### config.mk
export PLATFORM = sky130hd
export DESIGN_NAME = fwd_hazard_unit_flat
export DESIGN_NICKNAME = d
export VERILOG_FILES = /design/src/rtl/fwd_hazard_unit_pkg.sv /design/src/rtl/fwd_hazard_unit_if.sv /design/src/rtl/fwd_hazard_unit_match.sv /design/src/rtl/fwd_hazard_unit.sv /design/src/flat_wrapper.sv
export SDC_FILE = /design/constraint.sdc
export NUM_CORES = 1
export LEC_CHECK = 0
export CORE_ASPECT_RATIO = 0.5
export CORE_UTILIZATION = 49
export CTS_CLUSTER_SIZE = 25
export DETAILED_ROUTE_END_ITERATION = 10
export GPL_TIMING_DRIVEN = 1
export PLACE_DENSITY = 0.88
export SLEW_MARGIN = 0
export SYNTH_ARGS = -nofsm -noshare
export SYNTH_HDL_FRONTEND = slang
export SYNTH_SLANG_ARGS = --single-unit
### constraint.sdc
create_clock -name clk -period 3.3 [get_ports clk]
set_input_delay 0.66 -clock clk [delete_from_list [all_inputs] [get_ports clk]]
set_output_delay 0.66 -clock clk [all_outputs]
set_load 0.005 [all_outputs]
### src/rtl/fwd_hazard_unit_pkg.sv
// Pipeline-wide widths and the producer tag tracked by the forwarding/hazard unit.
package pipe_pkg;

    localparam int unsigned DATA_W = 32;
    localparam int unsigned REG_AW = 5;

    localparam logic [REG_AW-1:0] REG_ZERO = '0;

    typedef struct packed {
        logic              valid;
        logic              wen;
        logic              is_load;
        logic [REG_AW-1:0] dest;
    } fwd_tag_t;

endpackage

### src/rtl/fwd_hazard_unit_if.sv
// ID-stage issue/operand bus and the EX-side forwarding results of the hazard unit.
interface fwd_hazard_unit_if #(
    parameter int unsigned NUM_SRC = 2,
    parameter int unsigned DEPTH   = 2,
    parameter int unsigned CNT_W   = 16
);

    logic                                  flush;
    logic                                  issue_valid;
    logic                                  issue_wen;
    logic                                  issue_is_load;
    logic [pipe_pkg::REG_AW-1:0]           issue_dest;
    logic [NUM_SRC-1:0]                    src_used;
    logic [NUM_SRC*pipe_pkg::REG_AW-1:0]   src_addr;
    logic [DEPTH*pipe_pkg::DATA_W-1:0]     stage_result;
    logic [NUM_SRC-1:0]                    fwd_hit;
    logic [NUM_SRC*pipe_pkg::DATA_W-1:0]   fwd_data;
    logic                                  stall;
    logic [CNT_W-1:0]                      stall_cnt;

    // Pipeline control side.
    modport master (
        output flush, issue_valid, issue_wen, issue_is_load, issue_dest,
        output src_used, src_addr, stage_result,
        input  fwd_hit, fwd_data, stall, stall_cnt
    );

    // Hazard unit side.
    modport slave (
        input  flush, issue_valid, issue_wen, issue_is_load, issue_dest,
        input  src_used, src_addr, stage_result,
        output fwd_hit, fwd_data, stall, stall_cnt
    );

endinterface

### src/rtl/fwd_hazard_unit_match.sv
// One operand's tag compare against every tracked producer; the youngest match wins.
module fwd_match_prio
    import pipe_pkg::*;
#(
    parameter int unsigned DEPTH    = 2,
    parameter int unsigned LOAD_LAT = 1,
    localparam int unsigned SLOT_W  = (DEPTH > 1) ? $clog2(DEPTH) : 1
) (
    input  fwd_tag_t [DEPTH-1:0] tags_i,
    input  logic                 src_used_i,
    input  logic [REG_AW-1:0]    src_addr_i,
    output logic                 hit_c_o,
    output logic [SLOT_W-1:0]    slot_c_o,
    output logic                 not_ready_c_o
);

    // Scan from youngest; the first match locks out all older slots.
    always_comb begin
        hit_c_o       = 1'b0;
        slot_c_o      = '0;
        not_ready_c_o = 1'b0;
        for (int unsigned k = 0; k < DEPTH; k++) begin
            if (!hit_c_o && src_used_i && (src_addr_i != REG_ZERO) &&
                tags_i[k].valid && tags_i[k].wen && (tags_i[k].dest == src_addr_i)) begin
                hit_c_o       = 1'b1;
                slot_c_o      = SLOT_W'(k);
                not_ready_c_o = tags_i[k].is_load && (k < LOAD_LAT);
            end
        end
    end

endmodule

### src/rtl/fwd_hazard_unit.sv
// Forwarding and load-use hazard unit at the ID->EX boundary of the 5-stage pipeline.
module fwd_hazard_unit
    import pipe_pkg::*;
#(
    parameter int unsigned NUM_SRC  = 2,
    parameter int unsigned DEPTH    = 2,
    parameter int unsigned LOAD_LAT = 1,
    parameter int unsigned CNT_W    = 16
) (
    input  logic              clk,
    input  logic              reset,
    fwd_hazard_unit_if.slave  bus
);

    localparam int unsigned SLOT_W = (DEPTH > 1) ? $clog2(DEPTH) : 1;

    fwd_tag_t [DEPTH-1:0]      tags_q, tags_d;
    logic [DATA_W-1:0]         result [DEPTH];
    logic [NUM_SRC-1:0]        hit_c;
    logic [NUM_SRC-1:0]        not_ready_c;
    logic [SLOT_W-1:0]         slot_c [NUM_SRC];
    logic                      stall_c;
    logic [NUM_SRC-1:0]        fwd_hit_q, fwd_hit_d;
    logic [NUM_SRC*DATA_W-1:0] fwd_data_q, fwd_data_d;
    logic [CNT_W-1:0]          stall_cnt_q, stall_cnt_d;

    for (genvar k = 0; k < DEPTH; k++) begin : g_result
        assign result[k] = bus.stage_result[k*DATA_W +: DATA_W];
    end

    for (genvar i = 0; i < NUM_SRC; i++) begin : g_match
        fwd_match_prio #(
            .DEPTH    (DEPTH),
            .LOAD_LAT (LOAD_LAT)
        ) u_match (
            .tags_i        (tags_q),
            .src_used_i    (bus.src_used[i]),
            .src_addr_i    (bus.src_addr[i*REG_AW +: REG_AW]),
            .hit_c_o       (hit_c[i]),
            .slot_c_o      (slot_c[i]),
            .not_ready_c_o (not_ready_c[i])
        );
    end

    // Only a winning producer that is still too young to have data can stall.
    assign stall_c = |not_ready_c;

    // Tag shift: a stalled issue enters as a bubble; flush empties the pipe.
    always_comb begin
        tags_d = tags_q;
        for (int unsigned k = 1; k < DEPTH; k++) begin
            tags_d[k] = tags_q[k-1];
        end
        tags_d[0].valid   = bus.issue_valid && !stall_c;
        tags_d[0].wen     = bus.issue_wen;
        tags_d[0].is_load = bus.issue_is_load;
        tags_d[0].dest    = bus.issue_dest;
        if (bus.flush) begin
            tags_d = '0;
        end
    end

    // Forwarded operands for EX; a stall sends a zeroed bubble instead.
    always_comb begin
        fwd_hit_d  = '0;
        fwd_data_d = '0;
        if (!stall_c) begin
            for (int unsigned i = 0; i < NUM_SRC; i++) begin
                fwd_hit_d[i] = hit_c[i];
                if (hit_c[i]) begin
                    fwd_data_d[i*DATA_W +: DATA_W] = result[slot_c[i]];
                end
            end
        end
    end

    always_comb begin
        stall_cnt_d = stall_cnt_q;
        if (stall_c && (stall_cnt_q != '1)) begin
            stall_cnt_d = stall_cnt_q + CNT_W'(1);
        end
    end

    always_ff @(posedge clk) begin
        if (reset) begin
            tags_q      <= '0;
            fwd_hit_q   <= '0;
            fwd_data_q  <= '0;
            stall_cnt_q <= '0;
        end else begin
            tags_q      <= tags_d;
            fwd_hit_q   <= fwd_hit_d;
            fwd_data_q  <= fwd_data_d;
            stall_cnt_q <= stall_cnt_d;
        end
    end

    assign bus.fwd_hit   = fwd_hit_q;
    assign bus.fwd_data  = fwd_data_q;
    assign bus.stall     = stall_c;
    assign bus.stall_cnt = stall_cnt_q;

endmodule
### src/flat_wrapper.sv
// flat-port wrapper written by rule: the top's interface ports become plain ports
module fwd_hazard_unit_flat import pipe_pkg::*;
#(
    parameter int unsigned NUM_SRC  = 2,
    parameter int unsigned DEPTH    = 2,
    parameter int unsigned LOAD_LAT = 1,
    parameter int unsigned CNT_W    = 16
)
  (clk, reset, bus_flush, bus_issue_valid, bus_issue_wen, bus_issue_is_load, bus_issue_dest, bus_src_used, bus_src_addr, bus_stage_result, bus_fwd_hit, bus_fwd_data, bus_stall, bus_stall_cnt);
  fwd_hazard_unit_if #(.NUM_SRC(NUM_SRC), .DEPTH(DEPTH), .CNT_W(CNT_W)) bus_i ();
  input  logic clk;
  input  logic reset;
  input wire logic [$bits(bus_i.flush)-1:0] bus_flush;
  input wire logic [$bits(bus_i.issue_valid)-1:0] bus_issue_valid;
  input wire logic [$bits(bus_i.issue_wen)-1:0] bus_issue_wen;
  input wire logic [$bits(bus_i.issue_is_load)-1:0] bus_issue_is_load;
  input wire logic [$bits(bus_i.issue_dest)-1:0] bus_issue_dest;
  input wire logic [$bits(bus_i.src_used)-1:0] bus_src_used;
  input wire logic [$bits(bus_i.src_addr)-1:0] bus_src_addr;
  input wire logic [$bits(bus_i.stage_result)-1:0] bus_stage_result;
  output wire logic [$bits(bus_i.fwd_hit)-1:0] bus_fwd_hit;
  output wire logic [$bits(bus_i.fwd_data)-1:0] bus_fwd_data;
  output wire logic [$bits(bus_i.stall)-1:0] bus_stall;
  output wire logic [$bits(bus_i.stall_cnt)-1:0] bus_stall_cnt;
  assign bus_i.flush = bus_flush;
  assign bus_i.issue_valid = bus_issue_valid;
  assign bus_i.issue_wen = bus_issue_wen;
  assign bus_i.issue_is_load = bus_issue_is_load;
  assign bus_i.issue_dest = bus_issue_dest;
  assign bus_i.src_used = bus_src_used;
  assign bus_i.src_addr = bus_src_addr;
  assign bus_i.stage_result = bus_stage_result;
  assign bus_fwd_hit = bus_i.fwd_hit;
  assign bus_fwd_data = bus_i.fwd_data;
  assign bus_stall = bus_i.stall;
  assign bus_stall_cnt = bus_i.stall_cnt;
  fwd_hazard_unit #(.NUM_SRC(NUM_SRC), .DEPTH(DEPTH), .LOAD_LAT(LOAD_LAT), .CNT_W(CNT_W)) u_core (.clk(clk), .reset(reset), .bus(bus_i));
endmodule
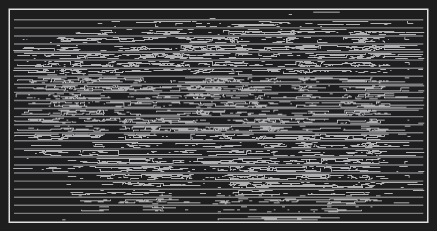
Fig. 1. Signal wires on met1 (run 1).
Supply wires on this layer in grey.
wire length on this layer = 6140 um
longest straight run = 34.0 um
nets with wire on the layer = 657
main direction = horizontal
share of all routed wire = 42%
WL final: 14.5 mm
Vias: 4771
grt met1 use: 36.1%

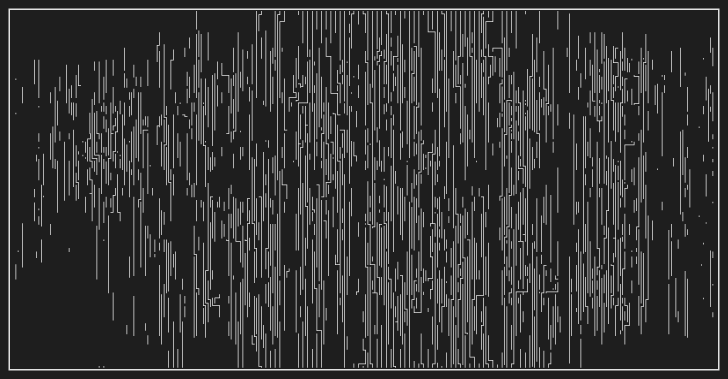
Fig. 2. The metal 2 layer (run 1).
longest straight run = 38.2 um
main direction = vertical
share of all routed wire = 49%
met2 usage: 51.0%

==> flow_summary.toml, run 1 <==
# implementation run metrics
[cts]
clockRootBuffer = "clkbuf_16"
cts_sinks = 97
clkLatencyLatePin_ps = 350
numCtsBuffers = 9

[global_routing]
grt_pass1_wl_mm = 23.3
grt_overflow = 0
antenna_found_initial = 0

[setup_path]
arrival_ps = 2430
slowest_stage = "or4_4"
cp-end-kind = "output port"
crit_fanout = 3

[die]
num_io_pins = 170
fp_util_pct = 52.2
core_area_sq_um = 9010
die_w_um = 141
die-area_sq_um = 10000

[detailed_routing]
drcViolationCount = 0
wire_per_inst_um = 18.4
firstDrtPassIters = 6
drtIter0Drc = 363

[final_timing]
final-hold-violation-count = 0
worst_pin_slew_ps = 967
setup_tns_ps = 0
worst_clock_skew_ps = 6.46
rsz0062_at_grt = "false"
relSlewSlack_pct = 35.5
fmax_mhz = 323

[synth]
yosys.cell_types.count = 37
fp_nets = 594
synth.avg_cell_area_sq_um = 9.30
synth-edff-count = 0
ys_top_cells_by_area = "dfxtp_1 41%, a2111oi_2 9.6%, nand3_1 8.1%"
yosys_cells = 506
ys.flops = 97

[power_and_ir_drop]
ir_drop_mv = 0.247
p_int_mw = 1.98
p_sw_uw = 569
pwr-share-seq_pct = 46.4
power.total_mw = 2.55

[run_status]
outcome = "finished, final reports clean"

[flow_run]
log.warning_count = 26
cap_violations = 0

[final_layout]
seq_area_sq_um = 1940

[worst_hold_path]
hold_path_class = "reg2reg"
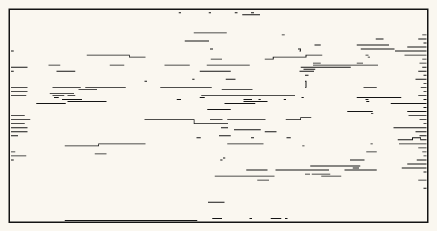
Fig. 3. Met3 routing (run 1).
nets with wire on the layer = 106
main direction = horizontal
wire length on this layer = 861 um
share of all routed wire = 5.9%
grt met3 use: 6.35%

-- run 1: area by class of cell --
| type | instances | share of cell area, % |
|---|---|---|
| well taps | 117 | 2.11 |
| multi-input cells | 357 | 36.7 |
| flip-flops and latches | 97 | 28.0 |
| clock buffers | 9 | 3.25 |
| repair buffers | 203 | 28.5 |
| clock inverters | 7 | 1.46 |
-- run 1: cell usage in the layout, fill, tap and decap left out, types with 3 or more instances in the layout --
master	count
and2_1	14
clkdlybuf4s50_1	167
nor2_1	23
or4_4	3
or4_1	4
and3_1	4
nand3_1	76
buf_12	3
a21oi_1	10
buf_4	31
nand4_1	10
a2111oi_2	30
dfxtp_1	97
nand2_1	12
a211oi_2	10
a211oi_1	25
clkbuf_16	9
nor2b_1	15
mux2_2	8
o21ai_0	64
xnor2_1	18
mux2_1	7
-- run 1: path summary, 6_finish.rpt --
path	end	start	slack, ps	depth (start not counted)
worst min-delay path	u_core.tags_q[12]$_SDFF_PP0_	u_core.tags_q[4]$_SDFF_PP0_	530	1
worst max-delay path	bus_stall	bus_src_addr[8]	210	6
worst max register to register	u_core.bus.fwd_data[3]$_SDFF_PP0_	u_core.tags_q[1]$_SDFF_PP0_	830	6
worst min register to register	u_core.tags_q[12]$_SDFF_PP0_	u_core.tags_q[4]$_SDFF_PP0_	530	1
-- run 1: sequential cells by signal (all words and copies together) (netlist names) --
name / flops
u_core.bus.fwd_data: 64
u_core.bus.fwd_hit: 2
u_core.bus.stall_cnt: 16
u_core.tags_q: 15
-- run 1: Yosys cell counts (11+ instances only) --
library cell  count
dfxtp_1          97
nand3_1          76
o21ai_0          64
a2111oi_2        30
clkbuf_1         29
a211oi_1         25
nor2_1           25
xnor2_1          18
nor2b_1          15
and2_1           14
nand2_1          12
buf_2            11
-- run 1: metrics by stage --
step                setup slack [ps]  instance area (sq um)  std cells
CTS                              200                   6940        790
global placement                -174                   6600        774
floorplan                        731                   4710        506
finish                           207                   6940        790
detailed placement              -247                   6600        774
global route                     141                   6940        790
-- run 1: power by group through the flow --
stage / Clock [mW] / Sequential (mW) / Combinational, mW
finish: 1.15 / 1.18 / 0.224
global route: 1.21 / 1.18 / 0.240
CTS: 1.15 / 1.18 / 0.223
detailed placement: 0 / 1.21 / 0.220
global placement: 0 / 1.21 / 0.215
floorplan: 0 / 1.21 / 0.0695
-- run 1: worst max-delay path: cells and delay by family --
| family | cells | cell delay [ps] |
|---|---|---|
| buffers and inverters | 2 | 800 |
| AND/OR/NAND/NOR | 2 | 650 |
| AND-OR/OR-AND | 1 | 170 |
| XOR/XNOR | 1 | 150 |
-- run 1: cells by family after synthesis --
group                      synth area share (%)
AOI/OAI and AO/OA                          25.8
buffers and inverters                      5.71
DFF                                        41.3
adders and majority gates                 0.266
and+or+nand+nor                            19.5
xor gates and xnor gates                   3.72
muxes                                      3.80
-- run 1: timing repair --
item | CTS | global route
hold endpoints to repair | 0 | 0
endpoints found under the setup margin | 1 | 0
gates resized | 3 | 0
-- run 1: metal layers --
layer	vias to the layer above	wire length, um	track usage (%)
met3	45	860	6.35
li1	2199	-	-
met2	226	7050	51.0
met4	0	469	13.4
met1	2301	6140	36.1
met5	-	0	0
==> inputs of run 2 (changes only) <==
--- a/config.mk
+++ b/config.mk
@@ -5,6 +5,7 @@
 export SDC_FILE = /design/constraint.sdc
 export NUM_CORES = 1
 export LEC_CHECK = 0
+export ABC_CLOCK_PERIOD_IN_PS = 3300
 export CORE_ASPECT_RATIO = 0.5
 export CORE_UTILIZATION = 49
 export CTS_CLUSTER_SIZE = 25
==> flow_summary.toml, run 2 <==
# implementation run metrics
[die]
die-area_sq_um = 10000
core_area_sq_um = 9010
num_io_pins = 170
fp_util_pct = 52.2
die_w_um = 141

[final_timing]
fmax_mhz = 323
fin_crit_sh_pct = 93.7
worst_clock_skew_ps = 6.46
rsz0062_at_grt = "false"
relSlewSlack_pct = 35.5
worst_pin_slew_ps = 967
final-hold-violation-count = 0
setup_tns_ps = 0

[synth]
ys_top_cells_by_area = "dfxtp_1 41%, a2111oi_2 9.6%, nand3_1 8.1%"
simple_gate_share_pct = 19.5
compound_area_share_pct = 25.8
synth.avg_cell_area_sq_um = 9.30
synth-xor-area-share_pct = 3.72
top_cell = "dfxtp_1"
yosys_cells = 506
synth-edff-count = 0
fp_nets = 594
synthMuxAreaShare_pct = 3.80
ys_sh_adder_pct = 0.266
yosys.cell_types.count = 37
top_logic_kind = "AND-OR/OR-AND gates"
ys_top_cells_by_count = "97 x dfxtp_1, 76 x nand3_1, 64 x o21ai_0"
ys.flops = 97
yosys.area.top_type_share_pct = 41.3

[run_status]
outcome = "finished, final reports clean"

[setup_path]
crit_fanout = 3
crit_family = "buffers and inverters"
slowest_stage = "or4_4"
cp-end-kind = "output port"
crit_buf_inv = 2
arrival_ps = 2430

[global_routing]
grt_max_degree = 68
antenna_found_initial = 0
grt_use_total_pct = 29.6
grt_overflow = 0
grt_pass1_wl_mm = 23.3

[detailed_routing]
drcViolationCount = 0
firstDrtPassIters = 6
drt-total-wl_mm = 14.5
vias = 4771
drtIter0Drc = 363
wire_per_inst_um = 18.4

[place]
port_buffers = 169
place_area_sq_um = 6600
dp.cells = 774

[cts]
cts_resized = 3
numCtsBuffers = 9
clockRootBuffer = "clkbuf_16"
clkLatencyLatePin_ps = 350
cts_sinks = 97

[final_layout]
largest_register_ffs = 64
stdcell_area_sq_um = 6940
final_cell_mix = "167 x clkdlybuf4s50_1, 97 x dfxtp_1, 76 x nand3_1, 64 x o21ai_0, 31 x buf_4"
lay_top_count = "clkdlybuf4s50_1"
final_cells = 790

[flow_run]
log.warning_count = 26
cap_violations = 0

[power_and_ir_drop]
ir_drop_mv = 0.247
p_int_mw = 1.98
p_sw_uw = 569
power_density_nw_per_um2 = 368
pwr-share-seq_pct = 46.4

[worst_hold_path]
hold_path_class = "reg2reg"
==> run 2: layer usage <==
layer / up-vias / part of all wire (%) / global-route usage, %
li1: 2199 / - / -
met1: 2301 / 42 / 36.1
met2: 226 / 49 / 51.0
met3: 45 / 5.9 / 6.35
met4: 0 / 3.2 / 13.4
met5: - / 0 / 0
==> run 2: final cells by class <==
type,count,area [sq um]
Tap cell,117,146
Timing Repair Buffer,203,1980
Clock inverter,7,101
Sequential cell,97,1940
Fill cell,651,2070
Multi-Input combinational cell,357,2540
Clock buffer,9,225
==> run 2: final timing paths <==
| path | endpoint | depth (start not counted) | slack [ps] | startpoint |
|---|---|---|---|---|
| max reg2reg | u_core.bus.fwd_data[3]$_SDFF_PP0_ | 6 | 830 | u_core.tags_q[1]$_SDFF_PP0_ |
| min reg2reg | u_core.tags_q[12]$_SDFF_PP0_ | 1 | 530 | u_core.tags_q[4]$_SDFF_PP0_ |
| max | bus_stall | 6 | 210 | bus_src_addr[8] |
| min | u_core.tags_q[12]$_SDFF_PP0_ | 1 | 530 | u_core.tags_q[4]$_SDFF_PP0_ |
==> run 2: kinds of logic (layout without fill, tap and decap cells) <==
group	count (synthesis)	count (layout)
adder cells (fa/ha/maj)	1	1
buffers and inverters	52	219
AND-OR/OR-AND	148	148
flip-flops	97	97
multiplexers	16	16
AND/OR/NAND/NOR	172	172
XOR/XNOR	20	20
==> run 2: stage by stage <==
stage	power [mW]	setup slack (ps)	util, %	hold slack [ps]
finish	2.55	207	77.0	530
global route	2.63	141	77.0	550
CTS	2.56	200	77.0	531
detailed placement	1.43	-247	73.3	517
global placement	1.42	-174	73.3	499
floorplan	1.28	731	-	452
==> run 2: power by group through the flow <==
stage               combinational, mW  sequential, mW  clock (mW)
floorplan                      0.0695            1.21           0
global placement                0.215            1.21           0
detailed placement              0.220            1.21           0
CTS                             0.223            1.18        1.15
global route                    0.240            1.18        1.21
finish                          0.224            1.18        1.15
==> run 2: worst reg2reg max path, delay by kind of cell (launching register included) <==
kind                      cells  cell delay [ps]
buffers and inverters         1              770
and+or+nand+nor               2              650
xor gates and xnor gates      1              160
AOI/OAI and AO/OA             2              300
DFF                           1              430
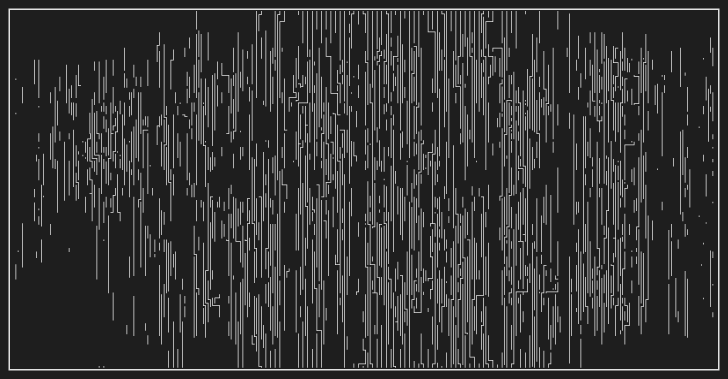
Fig. 4. The metal 2 layer (run 2).
nets with wire on the layer = 671
main direction = vertical
wire length on this layer = 7050 um

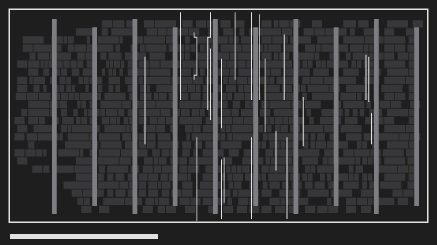
Fig. 5. Met4 routing (run 2).
Scale bar: 50 um. Supply wires on this layer in grey.
main direction = vertical
nets with wire on the layer = 19
wire length on this layer = 469 um

Power and IR drop assume default switching activity.
